===== src/rtl/demux_pkg.sv =====
// Shared definitions for the demux_dispatch block.
package demux_pkg;

    localparam int unsigned NUM_CH = 4;

    typedef enum logic {
        IDLE = 1'b0,
        SEND = 1'b1
    } state_e;

    localparam logic MODE_ADDR = 1'b0;
    localparam logic MODE_RR   = 1'b1;

endpackage


===== src/rtl/demux_dispatch_rr_pick.sv =====
// Rotating-priority picker: first set bit of mask, scanning cyclically from ptr.
module rr_pick
    import demux_pkg::*;
(
    input  logic [NUM_CH-1:0] mask,
    input  logic [1:0]        ptr,
    output logic [1:0]        idx,
    output logic              found
);

    // Scan ptr, ptr+1, ... with 2-bit wraparound; keep the first hit.
    always_comb begin
        idx   = '0;
        found = 1'b0;
        for (int i = 0; i < NUM_CH; i++) begin
            if (!found && mask[ptr + 2'(i)]) begin
                idx   = ptr + 2'(i);
                found = 1'b1;
            end
        end
    end

endmodule


===== src/rtl/demux_dispatch.sv =====
// One-word holding buffer that routes each word to one of four channels,
// either by explicit destination or round-robin over the enabled channels.
module demux_dispatch #(
    parameter int unsigned WIDTH  = 8,
    parameter int unsigned NUM_CH = demux_pkg::NUM_CH
) (
    input  logic              clk,
    input  logic              rst_n,
    input  logic              mode,
    input  logic [NUM_CH-1:0] chan_en,
    input  logic              in_valid,
    output logic              in_ready,
    input  logic [WIDTH-1:0]  in_data,
    input  logic [1:0]        in_dest,
    output logic [NUM_CH-1:0] out_valid,
    input  logic [NUM_CH-1:0] out_ready,
    output logic [WIDTH-1:0]  out_data,
    output logic [7:0]        drop_cnt,
    output logic              busy
);
    import demux_pkg::*;

    state_e           state_q, state_d;
    logic [1:0]       tgt_q, tgt_d;
    logic [1:0]       rr_ptr_q, rr_ptr_d;
    logic [WIDTH-1:0] hold_q, hold_d;
    logic [7:0]       drop_cnt_q, drop_cnt_d;

    logic       fire, accept, take, drop, any_en;
    logic [1:0] scan_ptr, rr_idx, pick;
    logic       rr_found;

    // Round-robin scan starts past a target that fires this cycle, so a
    // back-to-back refill never re-picks the channel just served.
    rr_pick u_rr_pick (
        .mask  (chan_en),
        .ptr   (scan_ptr),
        .idx   (rr_idx),
        .found (rr_found)
    );

    // Handshake decode and next-state computation.
    always_comb begin
        any_en   = |chan_en;
        fire     = (state_q == SEND) && out_ready[tgt_q];
        // rst_n gating keeps in_ready low for the whole reset window.
        in_ready = rst_n && any_en && ((state_q == IDLE) || fire);
        accept   = in_valid && in_ready;
        scan_ptr = fire ? tgt_q + 2'd1 : rr_ptr_q;
        pick     = (mode == MODE_RR) ? rr_idx : in_dest;
        take     = accept && ((mode == MODE_RR) ? rr_found : chan_en[in_dest]);
        drop     = accept && (mode == MODE_ADDR) && !chan_en[in_dest];

        state_d    = state_q;
        tgt_d      = tgt_q;
        hold_d     = hold_q;
        rr_ptr_d   = rr_ptr_q;
        drop_cnt_d = drop_cnt_q;

        if (fire) begin
            rr_ptr_d = tgt_q + 2'd1;
            state_d  = IDLE;
        end
        if (take) begin
            state_d = SEND;
            tgt_d   = pick;
            hold_d  = in_data;
        end
        if (drop && (drop_cnt_q != 8'hFF)) begin
            drop_cnt_d = drop_cnt_q + 8'd1;
        end
    end

    // State and datapath registers.
    always_ff @(posedge clk or negedge rst_n) begin
        if (!rst_n) begin
            state_q    <= IDLE;
            tgt_q      <= '0;
            rr_ptr_q   <= '0;
            hold_q     <= '0;
            drop_cnt_q <= '0;
        end else begin
            state_q    <= state_d;
            tgt_q      <= tgt_d;
            rr_ptr_q   <= rr_ptr_d;
            hold_q     <= hold_d;
            drop_cnt_q <= drop_cnt_d;
        end
    end

    // Outputs decode straight from registers.
    always_comb begin
        busy      = (state_q == SEND);
        out_valid = busy ? (NUM_CH'(1) << tgt_q) : '0;
        out_data  = hold_q;
        drop_cnt  = drop_cnt_q;
    end

endmodule


===== config.mk =====
export PLATFORM = sky130hd
export DESIGN_NAME = demux_dispatch
export DESIGN_NICKNAME = d
export VERILOG_FILES = /design/src/rtl/demux_pkg.sv /design/src/rtl/demux_dispatch_rr_pick.sv /design/src/rtl/demux_dispatch.sv
export SDC_FILE = /design/constraint.sdc
export NUM_CORES = 1
export LEC_CHECK = 0
export ABC_AREA = 0
export CAP_MARGIN = 20
export CELL_PAD_IN_SITES_DETAIL_PLACEMENT = 0
export CELL_PAD_IN_SITES_GLOBAL_PLACEMENT = 1
export CORE_UTILIZATION = 31
export DETAILED_ROUTE_END_ITERATION = 10
export HOLD_SLACK_MARGIN = 0.06
export PLACE_DENSITY_LB_ADDON = 0.1
export SLEW_MARGIN = 20
export SYNTH_ARGS = -nofsm -noshare
export SYNTH_HDL_FRONTEND = slang
export SYNTH_SLANG_ARGS = --single-unit

===== constraint.sdc =====
create_clock -name clk -period 2.05 [get_ports clk]
set_input_delay 0.615 -clock clk [delete_from_list [all_inputs] [get_ports clk]]
set_output_delay 0.615 -clock clk [all_outputs]
set_load 0.01 [all_outputs]

### Placement by cell class, run 1

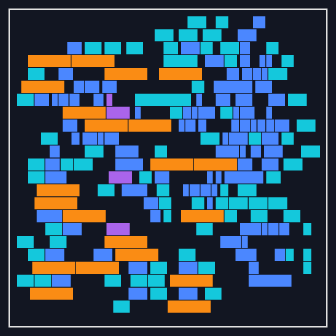
combinational and other logic: drawn in blue, cells 94, share of their area 38%. remaining buffers and delay cells: drawn in cyan, cells 72, share of their area 34%. sequential cells: drawn in orange, cells 21, share of their area 26%. clock drivers and dummy loads: drawn in purple, cells 4, share of their area 2.2%.
final core occ: 52.6%
Design Area, Final: 0.00210 sq mm
number of core rows: 23

### Clock network drawn from the DEF, run 1

Bar = 20 microns.
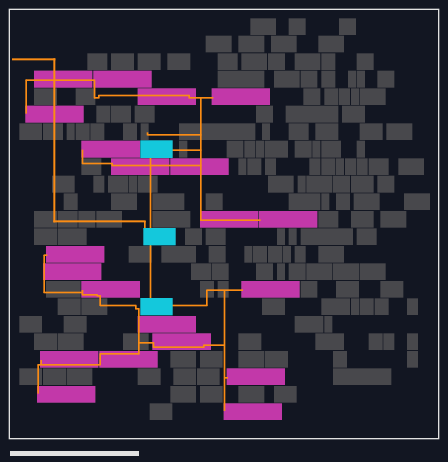
clock wires: drawn in orange, length 279 microns. flip-flops: drawn in magenta, count 21. clock drivers: drawn in cyan, count 3.
There are 4 routed clock nets.

### Register map, names as in the netlist, run 1

Other sequential cells in the stronger gray, the rest of the logic in the fainter gray.
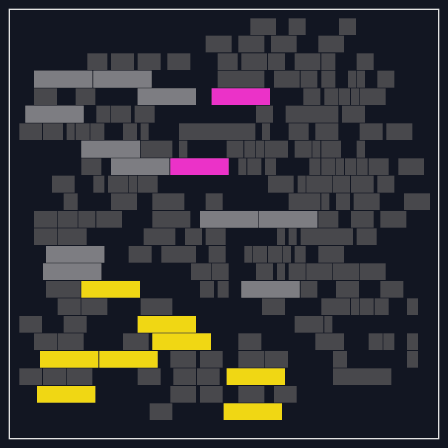
out_data: drawn in yellow, sequential cells 8. rr_ptr_q: drawn in magenta, sequential cells 2.
Another 11 sequential cells are not colored.
P_seq: 0.659 mW
storage element area: 526 sq um
Seq/total area: 25.0%

==> flow_summary.toml, run 1 <==
# flow metrics
[outcome]
status = "complete, but fails checks"
violations = "setup timing"

[placed_design]
placed_cells = 227
port_buffers = 43
globalplace.congestion = 0.873

[clock_network]
ctsHoldBuffers = 0
cts_root_buf = "clkbuf_8"
cts_tree = "yes"
clkTransAtPathRegs_ps = 70
insertion_delay_ps = 250

[logic_synthesis]
largest_area_cell = "dfrtp_1"
synthTopCellsByArea = "dfrtp_1, mux2_2, ha_1"
synth.top_cell.area_share_pct = 40.7
yosysSeqAreaShare_pct = 40.7
syn_area_sq_mm = 0.00129
syn_nets = 145
async_reset_ff_share_pct = 100
common_cells = "dfrtp_1, mux2_2, nor2_1"
ys_chip_area_sq_mm = 0.00129
ys.flops = 21
top_cell = "dfrtp_1"

[power_and_ir_drop]
p_int_mw = 1.37
pwr.group.clock_mw = 0.264
p_leak_nw = 0.950
swShare_pct = 34.5
powerDensity_mw_per_mm2 = 991
combinationalPower_mw = 1.16
design_power_total_mw = 2.08
power-top-group = "combinational cells"

[layout]
nNonClkBuffers = 72
fin_nets = 219
seq_cells = 21
lay_top_count = "clkdlybuf4s50_1"
mostFrequentLayoutCells = "clkdlybuf4s50_1, dfrtp_1, buf_4"
area_growth_pct = 63.0
comb_cells = 87

[global_routing]
grt_max_degree = 12
grt_first_pass_wirelength_microns = 5760
grt_pass1_vias = 1220
antenna_found_initial = 0

[sta]
fin_ws_ps = -213
setup_tns_ps = -226
setup_viol = 2
post-route-period-util_pct = 110

[route]
route.met3.wl_microns = 193
routed_wl_microns = 3430
dr.pass1.iters = 5
routed_via_density = 5.00
drtIter0Drc = 133
drc_errors = 0
vias = 1206

[die]
core_area_sq_mm = 0.00400
ios = 44
die_x_microns = 66.5
die_area_sq_mm = 0.00442
nWellTaps = 50

[critical_path]
worstPathRequired_ps = 1430
arrival_ps = 1650
cpPeakStageDelay_ps = 500
start_kind = "primary input"
cpMaxStageDelayCell = "mux4_2"
crit_fanout = 2
[run 1: cells by family after synthesis]
kind of cell	count (synthesis)	synth area share (%)
buf+inv	10	4.17
mux	16	15.4
flops	21	40.7
fa+ha+maj	5	4.85
compound gates	20	11.9
xor+xnor	7	4.75
simple gates	39	18.1
[run 1: what timing repair did]
| item | in CTS | in global routing |
|---|---|---|
| gates resized | 66 | 17 |
| hold endpoints to repair | 0 | 0 |
| buffers inserted | 7 | 2 |
| setup endpoints to repair | 24 | 13 |
| gates cloned | 1 | 0 |
| pin swaps | 6 | 7 |
[run 1: flip-flops by register name, summed over array words and instances, names as in the netlist]
register  count
out_data      8
busy          1
drop_cnt      8
rr_ptr_q      2
tgt_q         2
[run 1: path summary, 6_finish.rpt]
kind | startpoint | to | slack, ps | cells past startpoint
worst max-delay path | out_ready[3] | in_ready | -210 | 5
worst min-delay path | rst_n | drop_cnt[0]$_DFFE_PN0P_ | 480 | 2
worst max register to register | tgt_q[0]$_DFFE_PN0P_ | drop_cnt[1]$_DFFE_PN0P_ | 90 | 6
worst min register to register | drop_cnt[6]$_DFFE_PN0P_ | drop_cnt[6]$_DFFE_PN0P_ | 490 | 1
max in group asynchronous | rst_n | tgt_q[1]$_DFFE_PN0P_ | 1310 | 2
min in group clk | drop_cnt[6]$_DFFE_PN0P_ | drop_cnt[6]$_DFFE_PN0P_ | 490 | 1
[run 1: per-stage QoR]
stage / utilization, % / cell area [sq um]
detailed placement: 47.6 / 1900
floorplan: - / 1300
global placement: 47.6 / 1900
CTS: 51.2 / 2050
global route: 52.6 / 2100
finish: 52.6 / 2100
[run 1: layer usage]
metal,vias up,global-route usage (%)
met3,4,2.91
met4,0,7.18
met2,47,29.1
met5,-,0
met1,580,22.2
li1,575,-
## Run 2: what changed since run 1
--- a/config.mk
+++ b/config.mk
@@ -13,7 +13,6 @@
 export DETAILED_ROUTE_END_ITERATION = 10
 export HOLD_SLACK_MARGIN = 0.06
 export PLACE_DENSITY_LB_ADDON = 0.1
-export SLEW_MARGIN = 20
 export SYNTH_ARGS = -nofsm -noshare
 export SYNTH_HDL_FRONTEND = slang
 export SYNTH_SLANG_ARGS = --single-unit
==> run 2 against run 1 <==
  * Sequential share of layout area did not move
  * Combinational power about the same
  * Hold slack is the same
  * Clock skew is the same
  * Largest power group unchanged
  * The run still ends with setup timing left
  * Global-route usage did not move
  * First-iteration DRC count stayed put
==> flow_summary.toml, run 2 <==
# flow metrics
[layout]
fin_nets = 219
area_growth_pct = 63.0
stdcell_area_sq_mm = 0.00210
final_util_pct = 52.6
lay_top_count = "clkdlybuf4s50_1"
mostFrequentLayoutCells = "clkdlybuf4s50_1, dfrtp_1, buf_4"

[global_routing]
antenna_found_initial = 0
grt_max_degree = 12
grt_first_pass_wirelength_microns = 5760
grt_pass1_vias = 1220

[sta]
setup_viol = 2
post-route-period-util_pct = 110
fin_ws_ps = -213
setup_tns_ps = -226
slew_headroom_pct = 77.5
whs_ps = 483
finalHoldViolCount = 0
rsz0062_at_grt = "true"
maxSlewViolCount = 0

[die]
die_x_microns = 66.5
core_area_sq_mm = 0.00400
fp_util_pct = 32.2
ios = 44
rows = 23
die_area_sq_mm = 0.00442

[route]
vias = 1206
drtIter0Drc = 133
wl_met1_microns = 1530
topRoutingLayerUsed = "met4"
routed_wl_microns = 3430
met2WireLength_microns = 1670
avgRoutedWirePerCell_microns = 14.2
route.met3.wl_microns = 193
dr.pass1.iters = 5
routed_via_density = 5.00
drc_errors = 0

[critical_path]
critPathKind = "in2out"
worstPathRequired_ps = 1430
worstReg2RegStart = "tgt_q[0]$_DFFE_PN0P_"
worstRegToRegCells = 6
arrival_ps = 1650
r2r_end = "drop_cnt[1]$_DFFE_PN0P_"
crit_fanout = 2
start_kind = "primary input"
ff2ff_setup_slack_ps = 90

[power_and_ir_drop]
p_leak_nw = 0.950
design_power_total_mw = 2.08
powerDensity_mw_per_mm2 = 991

[clock_network]
cts_root_buf = "clkbuf_8"
ctsHtreeMaxLevel = 1
cts_tree = "yes"
ctsHoldBuffers = 0
clkTransAtPathRegs_ps = 70

[logic_synthesis]
yosysSeqAreaShare_pct = 40.7
top_cell = "dfrtp_1"
syn_area_sq_mm = 0.00129
synth.distinct_cells = 38
ys_chip_area_sq_mm = 0.00129
synthCells = 118
ys.flops = 21
largest_area_cell = "dfrtp_1"
syn_nets = 145
synthTopCellsByArea = "dfrtp_1, mux2_2, ha_1"
async_reset_ff_share_pct = 100
synth.top_cell.area_share_pct = 40.7
common_cells = "dfrtp_1, mux2_2, nor2_1"

[run]
openroad.warnings = 32
drv_cap = 0

[placed_design]
globalplace.congestion = 0.873
port_buffers = 43
placed_cell_area_sq_mm = 0.00190
placed_cells = 227

[outcome]
violations = "setup timing"
status = "complete, but fails checks"
-- run 2: layer usage --
metal | up-vias | track usage (%)
met3 | 4 | 2.91
li1 | 575 | -
met4 | 0 | 7.18
met5 | - | 0
met2 | 47 | 29.1
met1 | 580 | 22.2
-- run 2: report_power, final --
group	internal, mW	total [mW]	switching [mW]	leakage, nW
Combinational	0.681	1.16	0.481	0.667
Sequential	0.547	0.659	0.112	0.260
Clock	0.138	0.264	0.126	0.0228
-- run 2: kinds of logic (layout without fill, tap and decap cells) --
kind of cell | after synthesis | after routing | share of synthesized area [%]
adder cells (fa/ha/maj) | 5 | 5 | 4.85
buffers and inverters | 10 | 83 | 4.17
flip-flops | 21 | 21 | 40.7
AND-OR/OR-AND | 20 | 20 | 11.9
AND/OR/NAND/NOR | 39 | 39 | 18.1
XOR/XNOR | 7 | 7 | 4.75
multiplexers | 16 | 16 | 15.4
-- run 2: how the worst max path moves through the flow --
stage	startpoint	end	slack, ps	cells past startpoint
final	out_ready[3]	in_ready	-210	5
after global routing	out_ready[3]	in_ready	-220	5
after CTS	out_ready[3]	in_ready	-220	5
after detailed placement	out_ready[3]	in_ready	-950	5
after global placement	out_ready[3]	in_ready	-940	5
after floorplan	chan_en[1]	drop_cnt[1]$_DFFE_PN0P_	-40	5
-- run 2: area by class of cell --
cell class	instances	area, sq um	share of cell area, %
inverters	7	26.3	1.25
flip-flops and latches	21	526	25.0
multi-input cells	87	747	35.5
well taps	50	62.6	2.97
clock buffers	4	45.0	2.14
repair buffers	72	697	33.1
-- run 2: timing repair --
action	CTS	global route
setup endpoints to repair	24	13
pin swaps	6	7
gates cloned	1	0
buffers inserted	7	2
resized	66	17
-- run 2: worst max-delay path, stage by stage --
cell,delay [ps]
buf_6,90
mux4_2,500
nor2_2,120
and3b_1,180
buf_2,140
### The clock network, run 2

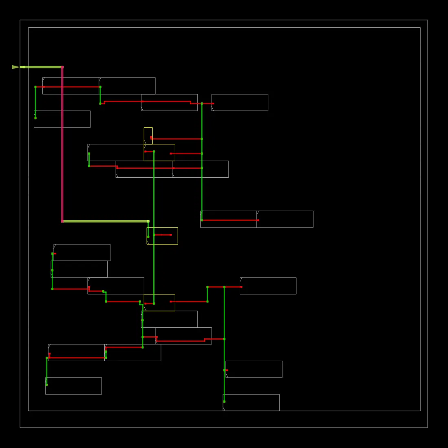
TritonCTS buffer count: 3
clock buffer count: 4
clk latency late pin: 250 ps
Worst Clk Skew: 2.79 ps
Clk. pwr: 0.264 mW

### Signal metal coverage by tile, run 2

The die is cut into 13 by 13 equal tiles; dark blue is low, red is high, scaled to the fullest tile. Values are wire area over tile area, all layers added.
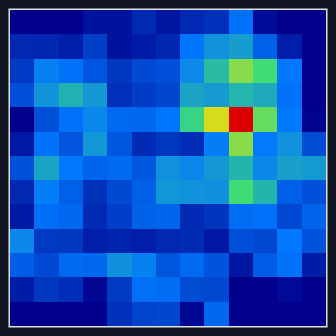
The emptiest ninth of the die: south-east. The densest ninth of the die: east. The fullest tile reaches 0.66.

Power and IR drop assume default switching activity.
